Figure 1. Gate families picked out (run 1).
Bar = 20 um.
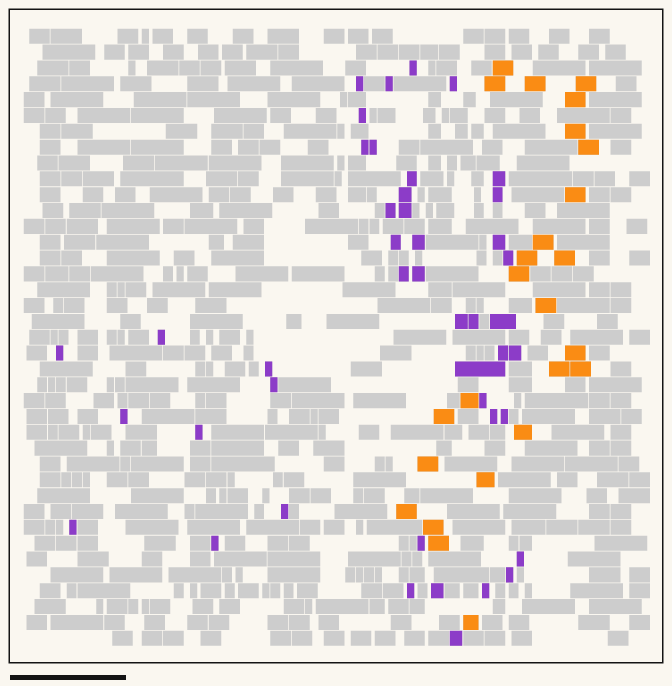
Figure 2. Congestion heat map (run 1).
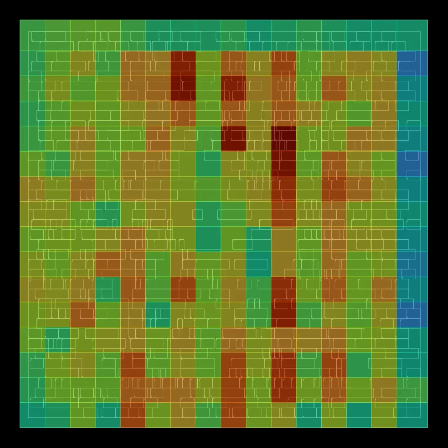
Figure 3. Signal wires by layer (run 1).
Bar = 20 um.
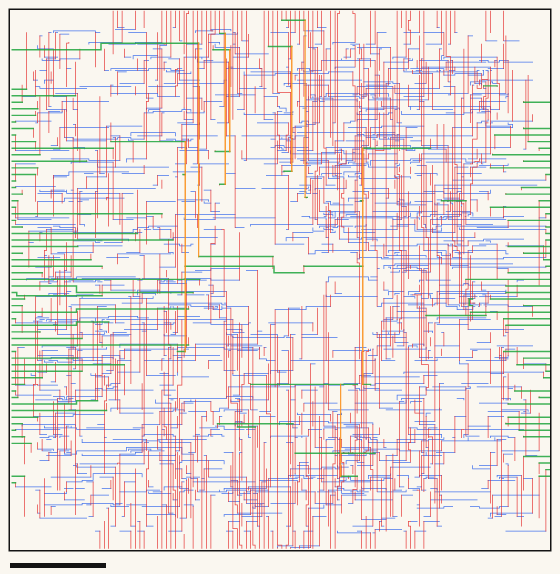
--- config.mk ---
export PLATFORM = sky130hd
export DESIGN_NAME = mem_stage_lsu
export DESIGN_NICKNAME = d
export VERILOG_FILES = /design/src/rtl/mem_stage_lsu.sv
export SDC_FILE = /design/constraint.sdc
export NUM_CORES = 1
export LEC_CHECK = 0
export CAP_MARGIN = 10
export CORE_MARGIN = 2
export CORE_UTILIZATION = 43
export CTS_CLUSTER_DIAMETER = 150
export CTS_CLUSTER_SIZE = 10
export DETAILED_ROUTE_END_ITERATION = 10
export PLACE_DENSITY_LB_ADDON = 0.05
export SYNTH_ARGS = -nofsm -noshare
export SYNTH_HDL_FRONTEND = slang
export SYNTH_SLANG_ARGS = --single-unit
--- constraint.sdc ---
create_clock -name clk -period 5.2 [get_ports clk]
set_input_delay 1.56 -clock clk [delete_from_list [all_inputs] [get_ports clk]]
set_output_delay 1.56 -clock clk [all_outputs]
set_load 0.005 [all_outputs]
--- src/rtl/mem_stage_lsu.sv ---
// M-stage load/store unit: one outstanding req/ready bus access, store lane formatting, load extension.
// Zero-wait access takes 3 cycles in M (IDLE, REQ, DONE); stall_m holds the pipeline until DONE.
module mem_stage_lsu #(
  parameter int ADDRESS_WIDTH = 32,
  parameter int DATA_WIDTH    = 32
) (
  input  logic                     clk,
  input  logic                     rst,
  input  logic                     mem_write_m,
  input  logic [1:0]               result_src_m,
  input  logic [2:0]               funct3_m,
  input  logic [ADDRESS_WIDTH-1:0] alu_result_m,
  input  logic [DATA_WIDTH-1:0]    write_data_m,
  output logic                     stall_m,
  output logic [DATA_WIDTH-1:0]    read_data_m,
  output logic                     fault_m,
  output logic                     bus_req,
  output logic                     bus_we,
  output logic [ADDRESS_WIDTH-1:0] bus_addr,
  output logic [DATA_WIDTH-1:0]    bus_wdata,
  output logic [3:0]               bus_wstrb,
  input  logic                     bus_ready,
  input  logic [DATA_WIDTH-1:0]    bus_rdata,
  input  logic                     bus_err
);

  typedef enum logic [1:0] {IDLE, REQ, DONE} state_t;

  state_t          state, state_next;
  logic            op, legal, aligned, start, reject, resp;
  logic [2:0]      acc_funct3;
  logic [1:0]      acc_off;
  logic [1:0]      off;
  logic [31:0]     store_data;
  logic [3:0]      store_strb;
  logic [7:0]      ld_byte;
  logic [15:0]     ld_half;
  logic [31:0]     load_data;

  assign op   = mem_write_m | (result_src_m == 2'b01);
  assign off  = alu_result_m[1:0];
  assign resp = (state == REQ) & bus_ready;

  always_comb begin
    legal   = 1'b0;
    aligned = 1'b1;
    if (mem_write_m) legal = (funct3_m == 3'b000) | (funct3_m == 3'b001) | (funct3_m == 3'b010);
    else             legal = funct3_m inside {3'b000, 3'b001, 3'b010, 3'b100, 3'b101};
    if (funct3_m[1:0] == 2'b01)      aligned = ~off[0];
    else if (funct3_m[1:0] == 2'b10) aligned = (off == 2'b00);
  end

  always_ff @(posedge clk or posedge rst) begin
    if (rst) state <= IDLE;
    else     state <= state_next;
  end

  always_comb begin
    state_next = state;
    start      = 1'b0;
    reject     = 1'b0;
    case (state)
      IDLE: if (op) begin
        if (legal & aligned) begin
          start      = 1'b1;
          state_next = REQ;
        end else begin
          reject = 1'b1;
        end
      end
      REQ:     if (bus_ready) state_next = DONE;
      DONE:    state_next = IDLE;
      default: state_next = IDLE;
    endcase
    // Gated by rst so an abandoned access never leaves the pipeline frozen.
    stall_m = ~rst & (start | (state == REQ));
  end

  always_comb begin
    case (funct3_m[1:0])
      2'b00: begin
        store_data = {4{write_data_m[7:0]}};
        store_strb = 4'b0001 << off;
      end
      2'b01: begin
        store_data = {2{write_data_m[15:0]}};
        store_strb = 4'b0011 << off;
      end
      default: begin
        store_data = write_data_m;
        store_strb = 4'b1111;
      end
    endcase
  end

  always_comb begin
    case (acc_off)
      2'b00:   ld_byte = bus_rdata[7:0];
      2'b01:   ld_byte = bus_rdata[15:8];
      2'b10:   ld_byte = bus_rdata[23:16];
      default: ld_byte = bus_rdata[31:24];
    endcase
    ld_half = acc_off[1] ? bus_rdata[31:16] : bus_rdata[15:0];
    case (acc_funct3)
      3'b000:  load_data = {{24{ld_byte[7]}}, ld_byte};
      3'b001:  load_data = {{16{ld_half[15]}}, ld_half};
      3'b100:  load_data = {24'd0, ld_byte};
      3'b101:  load_data = {16'd0, ld_half};
      default: load_data = bus_rdata;
    endcase
  end

  always_ff @(posedge clk or posedge rst) begin
    if (rst) begin
      bus_req     <= 1'b0;
      bus_we      <= 1'b0;
      bus_addr    <= '0;
      bus_wdata   <= '0;
      bus_wstrb   <= 4'b0000;
      read_data_m <= '0;
      fault_m     <= 1'b0;
      acc_funct3  <= 3'b000;
      acc_off     <= 2'b00;
    end else begin
      fault_m <= reject | (resp & bus_err);
      if (start) begin
        bus_req    <= 1'b1;
        bus_we     <= mem_write_m;
        bus_addr   <= {alu_result_m[ADDRESS_WIDTH-1:2], 2'b00};
        bus_wdata  <= store_data;
        bus_wstrb  <= mem_write_m ? store_strb : 4'b0000;
        acc_funct3 <= funct3_m;
        acc_off    <= off;
      end else if (resp) begin
        bus_req <= 1'b0;
        if (!bus_we) read_data_m <= bus_err ? '0 : load_data;
      end
    end
  end

endmodule

==> reports/metrics.cfg, run 1 <==
[run_status]
status = finished, final reports clean

[min_path]
min_path_cells = 2
min_from = bus_wdata[11]

[yosys]
avgSynthCellArea_um2 = 11.9
ys_ff = 108
syn_inst = 420
adder_share = 0
ys_seq_share = 0.539
synth_area_um2 = 5010
area_leaders = dfrtp_1 54%, mux2_4 11%, mux2i_1 5.4%
synth.cellmix.simpleShare = 0.0884
synthTopLogicFamily = multiplexers
ys_types = 35
yosysCellCount = 420
yosys_warnings = 0
ys_sh_aoi = 0.140
yosysTopAreaCellShare = 0.539

[layout]
seqAreaFraction = 0.358
final-seq-area_um2 = 2700
logic_gate_count = 276
fillers = 916
top_regs = bus_wdata x32, read_data_m x32, bus_addr x30
layout-drive-gt1-share = 0.132
n_antenna_cell = 0
largest_class = sequential cells
inv_count = 4
combGateArea_um2 = 2130
area_share_nonclk_buffers = 0.285
fin_nets = 722
nNonClkBuffers = 217
finalInstanceArea_um2 = 7540

[run]
tool_warnings = 26
drv_cap = 0

[power_and_ir_drop]
pwr-share-seq = 0.386
sequentialPower_mw = 1.33
p_per_area_nw_per_um2 = 456
peakVddDrop_uv = 300
p_comb_mw = 1.27
total_power_mw = 3.44
pwr-share-clk = 0.244
maxPowerGroup = sequential cells
clock_net_power_uw = 839

[clocking]
ctsLongestPathBuffers = 2
htreeDepth = 3
clock_latency_ns = 0.35
cts_tree = done
cts-hold-fix-buffers = 0
post-cts-setup-buffer-count = 0
clk_pin_slew_ns = 0.07
cts.sinks = 108
cts_made_buffers = 9

[worst_setup_path]
critPathTopFamily = buffers and inverters
crit_cells = 6
cp_cell_sequence = clkdlybuf4s50_1 -> nor4_1 -> buf_4 -> o221ai_4 -> a21oi_1 -> clkdlybuf4s50_1
path_common_cell = clkdlybuf4s50_1
reg2reg_from = state[0]
crit_type = in -> out
worst-r2r-cell-count = 5
r2r-end = bus_wdata[7]
cp_max_fo = 7
cp-start-kind = input pin
worstPathArrival_ns = 3.37
crit_buf_inv = 3
slowest_delay_ns = 0.54
critPathRequiredTime_ns = 3.64

[floorplanning]
die_w_um = 112
coreArea_um2 = 11400
die_area_um2 = 12500
taps = 143
die_y_um = 112

[timing]
clock.fmax_ghz = 0.203
finalSetupTns_ns = 0
clock_skew_ns = 0.00475
rsz0062_at_grt = false
fin_crit_sh = 0.948
slew_viol_final = 0
min_period_ns = 4.93
whs_ns = 0.479

[placed_design]
post-place-ws_ns = 0.272
io_buffers = 207
place_hpwl_um = 9600

[routing]
dr.pass1.iters = 7
drt_iter0_markers = 253
ant_nets = 0
via_per_inst = 5.28

[global_routing]
grt_pass1_vias = 4224
grt_max_degree = 91
antenna_found_initial = 0

Back to the opening pictures, Figure 1:
legend:
  orange:
    family: AND-OR and OR-AND gates
    cells: 25
  purple:
    family: NOR gates
    cells: 44
fraction of area in multi-input gates: 0.282
Layout Cells excl Fill: 764
Top cell excl fill/tap: clkdlybuf4s50_1

Back to the opening pictures, Figure 2:
met3 Track Usage GR: 0.0773
GR Layer Usage met1: 0.250
GR peak layer: met2
Layout Utilization: 0.661
wire length per cell: 17.4 um

Back to the opening pictures, Figure 3:
legend:
  orange:
    layer: met4
    wire_length: 271 um
  green:
    layer: met3
    wire_length: 1100 um
  red:
    layer: met2
    wire_length: 6590 um
  blue:
    layer: met1
    wire_length: 5360 um
detailed-route wire length: 13300 um
total track usage: 0.216
routed via count: 4032

==> run 1: Yosys cell counts (all sizes together) <==
master and count:
nand3b 2, mux2i 27, o21a 1, clkbuf 18, conb 1, nor3 8
a221o 16, a221oi 1, o21ai 35, nor2b 9, buf 15, nand4bb 1
a21oi 27, o41ai 7, nand2b 2, nor3b 1, nor4 1, mux2 49
o221ai 1, or2 1, a32o 4, inv 4, nor2 24, o22ai 7
a22o 2, nand2 45, nor4b 1, o2bb2a 1, o31a 1, dfrtp 108
==> run 1: layer usage <==
layer | vias up | global-route usage | share of wire
met1 | 1972 | 0.250 | 0.40
li1 | 1900 | - | -
met4 | 0 | 0.0715 | 0.020
met2 | 140 | 0.375 | 0.49
met3 | 20 | 0.0773 | 0.083
met5 | - | 0 | 0
==> run 1 -> run 2 <==
--- a/config.mk
+++ b/config.mk
@@ -8,10 +8,11 @@
 export CAP_MARGIN = 10
 export CORE_MARGIN = 2
 export CORE_UTILIZATION = 43
+export CTS_BUF_LIST = sky130_fd_sc_hd__clkbuf_16
 export CTS_CLUSTER_DIAMETER = 150
 export CTS_CLUSTER_SIZE = 10
 export DETAILED_ROUTE_END_ITERATION = 10
-export PLACE_DENSITY_LB_ADDON = 0.05
+export PLACE_DENSITY = 0.81
 export SYNTH_ARGS = -nofsm -noshare
 export SYNTH_HDL_FRONTEND = slang
 export SYNTH_SLANG_ARGS = --single-unit
Figure 4. Cell area per tile (run 2).
The die is cut into 11 by 11 equal tiles; dark blue is low, red is high, 0 to 100% covered.
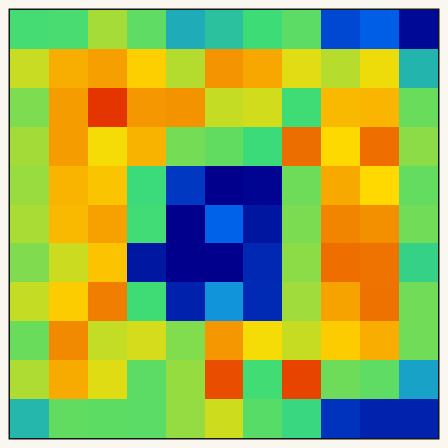
mean over tiles: 58%
nearly empty tiles: 5.0%
tiles over 75% full: 31%
fullest tile: 94%
emptiest ninth of the die: center
FP Util: 0.439
core area: 11400 um2
Layout Utilization: 0.650

==> reports/metrics.cfg, run 2 <==
[layout]
finalInstanceArea_um2 = 7420
inv_count = 4
nNonClkBuffers = 217
largest_class = sequential cells
combGateArea_um2 = 2130

[global_routing]
grt_use_met2 = 0.352
grt_use_met1 = 0.272
grt_pass1_vias = 4216
busiest_layer = met2
grtUsageTotal = 0.224

[routing]
highest_layer = met4
drt_iter0_markers = 283
met3_length_um = 1510
via_per_inst = 5.41

[worst_setup_path]
crit_cells = 6
cp-start-kind = input pin
critPathRequiredTime_ns = 3.64
crit_type = in -> out

[timing]
clock.fmax_ghz = 0.202
whs_ns = 0.477
clock_skew_ns = 0.00371
min_period_ns = 4.96

[yosys]
avgSynthCellArea_um2 = 11.9
yosysCellCount = 420
ys_types = 35
ys_sh_aoi = 0.140
ys_ff = 108

[run]
tool_warnings = 26

[placed_design]
place_hpwl_um = 10200
io_buffers = 207

[power_and_ir_drop]
p_comb_mw = 1.28

[floorplanning]
die_w_um = 112
taps = 143

[run_status]
status = finished, final reports clean

[clocking]
cts-hold-fix-buffers = 0
clk_pin_slew_ns = 0.07

[min_path]
min_path_cells = 2

Figure 5. Gate families picked out (run 2).
Bar = 20 um.
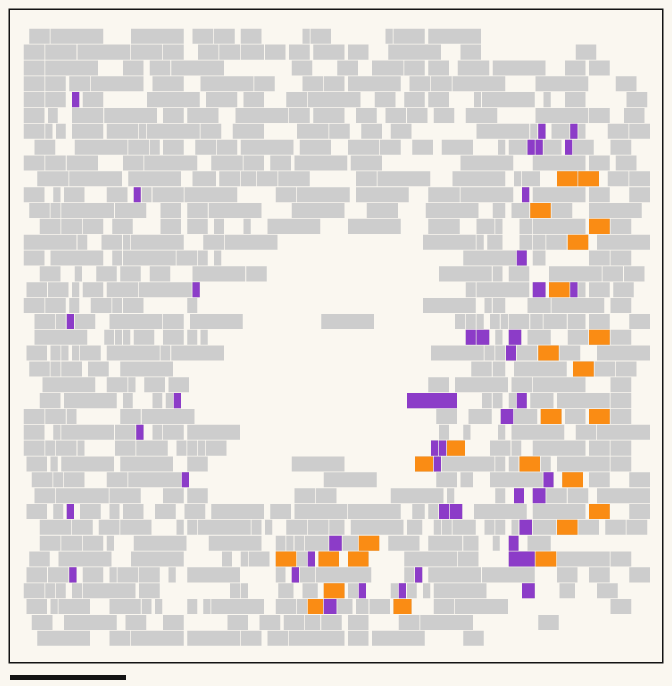
legend:
  purple:
    family: NOR gates
    cells: 44
    where: widely spread
  orange:
    family: AND-OR and OR-AND gates
    cells: 25
Layout Cells excl Fill: 763
fraction of area in multi-input gates: 0.287

run 2: path summary, 6_finish.rpt:
| path | start | slack [ns] | to |
|---|---|---|---|
| hold reg to reg | read_data_m[2] | 0.48 | read_data_m[2] |
| max in group asynchronous | rst | 2.63 | read_data_m[25] |
| setup reg to reg | state[0] | 2.93 | bus_addr[31] |
| setup / recovery | alu_result_m[0] | 0.24 | stall_m |
| min in group asynchronous | rst | 1.75 | acc_funct3[1] |
| hold / removal | read_data_m[2] | 0.48 | read_data_m[2] |
run 2: stage by stage:
step	std cells	setup slack (ns)
6_report	763	0.244
5_1_grt	763	0.133
4_1_cts	763	0.265
3_5_place_dp	748	0.270
3_3_place_gp	748	0.249
2_1_floorplan	421	0.794
==> run 2 -> run 3 <==
--- a/config.mk
+++ b/config.mk
@@ -12,6 +12,7 @@
 export CTS_CLUSTER_DIAMETER = 150
 export CTS_CLUSTER_SIZE = 10
 export DETAILED_ROUTE_END_ITERATION = 10
+export MAX_ROUTING_LAYER = met4
 export PLACE_DENSITY = 0.81
 export SYNTH_ARGS = -nofsm -noshare
 export SYNTH_HDL_FRONTEND = slang
Figure 6. Cell area per tile (run 3).
The die is cut into 11 by 11 equal tiles; dark blue is low, red is high, 0 to 100% covered.
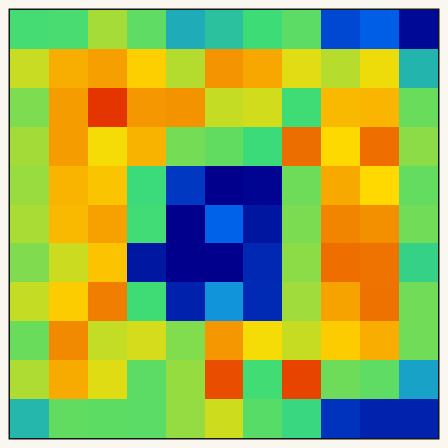
mean over tiles: 58%
emptiest ninth of the die: center
nearly empty tiles: 5.0%
fullest tile: 94%

==> reports/metrics.cfg, run 3 <==
[yosys]
top_cell = dfrtp_1
ys_types = 35
synth_top_flop_cell = dfrtp_1
top_cells_by_count = 108 x dfrtp_1, 45 x nand2_1, 37 x mux2_4
ys_ff = 108
area_leaders = dfrtp_1 54%, mux2_4 11%, mux2i_1 5.4%
ys_seq_share = 0.539
synth_area_um2 = 5010
yosys_warnings = 0
edf_count = 0

[worst_setup_path]
r2r-end = bus_addr[31]
worst-r2r-cell-count = 5
cp-start-kind = input pin
cp-endpoint = stall_m
cp_cell_sequence = clkdlybuf4s50_1 -> nor4_1 -> buf_4 -> o221ai_4 -> a21oi_1 -> clkdlybuf4s50_1
crit_cells = 6
slowest_delay_ns = 0.55
reg2reg_from = state[0]
crit_type = in -> out
worstPathArrival_ns = 3.40
path_common_cell = clkdlybuf4s50_1
critPathTopFamily = buffers and inverters

[clocking]
clock_latency_ns = 0.35
cts.sinks = 108
htreeDepth = 3
ctsLongestPathBuffers = 2
cts_made_buffers = 9
clk_pin_slew_ns = 0.07

[layout]
fin_nets = 722
finalInstanceArea_um2 = 7420
layout_top_cell = clkdlybuf4s50_1
fillers = 878
layout-drive-gt1-share = 0.124
combGateArea_um2 = 2130
fin_util = 0.650

[placed_design]
io_buffers = 207
dp.cells = 748

[power_and_ir_drop]
sequentialPower_mw = 1.34
p_per_area_nw_per_um2 = 436
total_power_mw = 3.24
peakVddDrop_uv = 295
pwr-share-seq = 0.415
pwr-share-clk = 0.190

[floorplanning]
fp_util = 0.439
die_w_um = 112
die_y_um = 112

[timing]
clock.fmax_ghz = 0.202
finalSetupTns_ns = 0
rsz0062_at_grt = false
slew_viol_final = 0

[global_routing]
antenna_found_initial = 0
grt_pass1_vias = 4231
grt_max_degree = 95

[min_path]
min_path_cells = 2
holdPathEnd = read_data_m[2]
min_from = read_data_m[2]

[routing]
ant_nets = 0
via_per_inst = 5.44
drt_iter0_markers = 370

[run_status]
status = finished, final reports clean

[run]
drv_cap = 0

Figure 7. Congestion heat map (run 3).
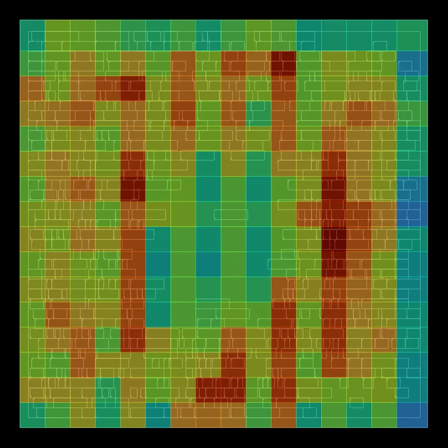
GR Layer Usage met1: 0.285
total track usage: 0.231
Global Route met2 Usage: 0.351
met3 Track Usage GR: 0.0691
wire length per cell: 18.4 um

## run 3: cells by family (layout without fill, tap and decap cells)
logic type      count (synthesis)  count (layout)  synth area share
flops                         108             108             0.539
mux                            76              76             0.192
other cells                     1               2          0.000748
compound gates                103             103             0.140
simple gates                   95              95            0.0884
buf+inv                        37             236            0.0399
## run 3: layer usage
layer	GRT usage	vias up	wire [um]
li1	-	1903	-
met1	0.285	1994	5850
met2	0.351	223	6460
met3	0.0691	27	1310
met4	0.110	0	420
met5	-	-	0
## run 3: layout make-up
cell class / instances / share of cell area
multi-input cells: 276 / 0.287
flip-flops and latches: 108 / 0.364
repair buffers: 217 / 0.289
well taps: 143 / 0.0241
clock buffers: 9 / 0.0303
inverters: 4 / 0.00236
clock inverters: 6 / 0.00337
Power figures rest on the tool's default switching activity, not on a simulated workload.
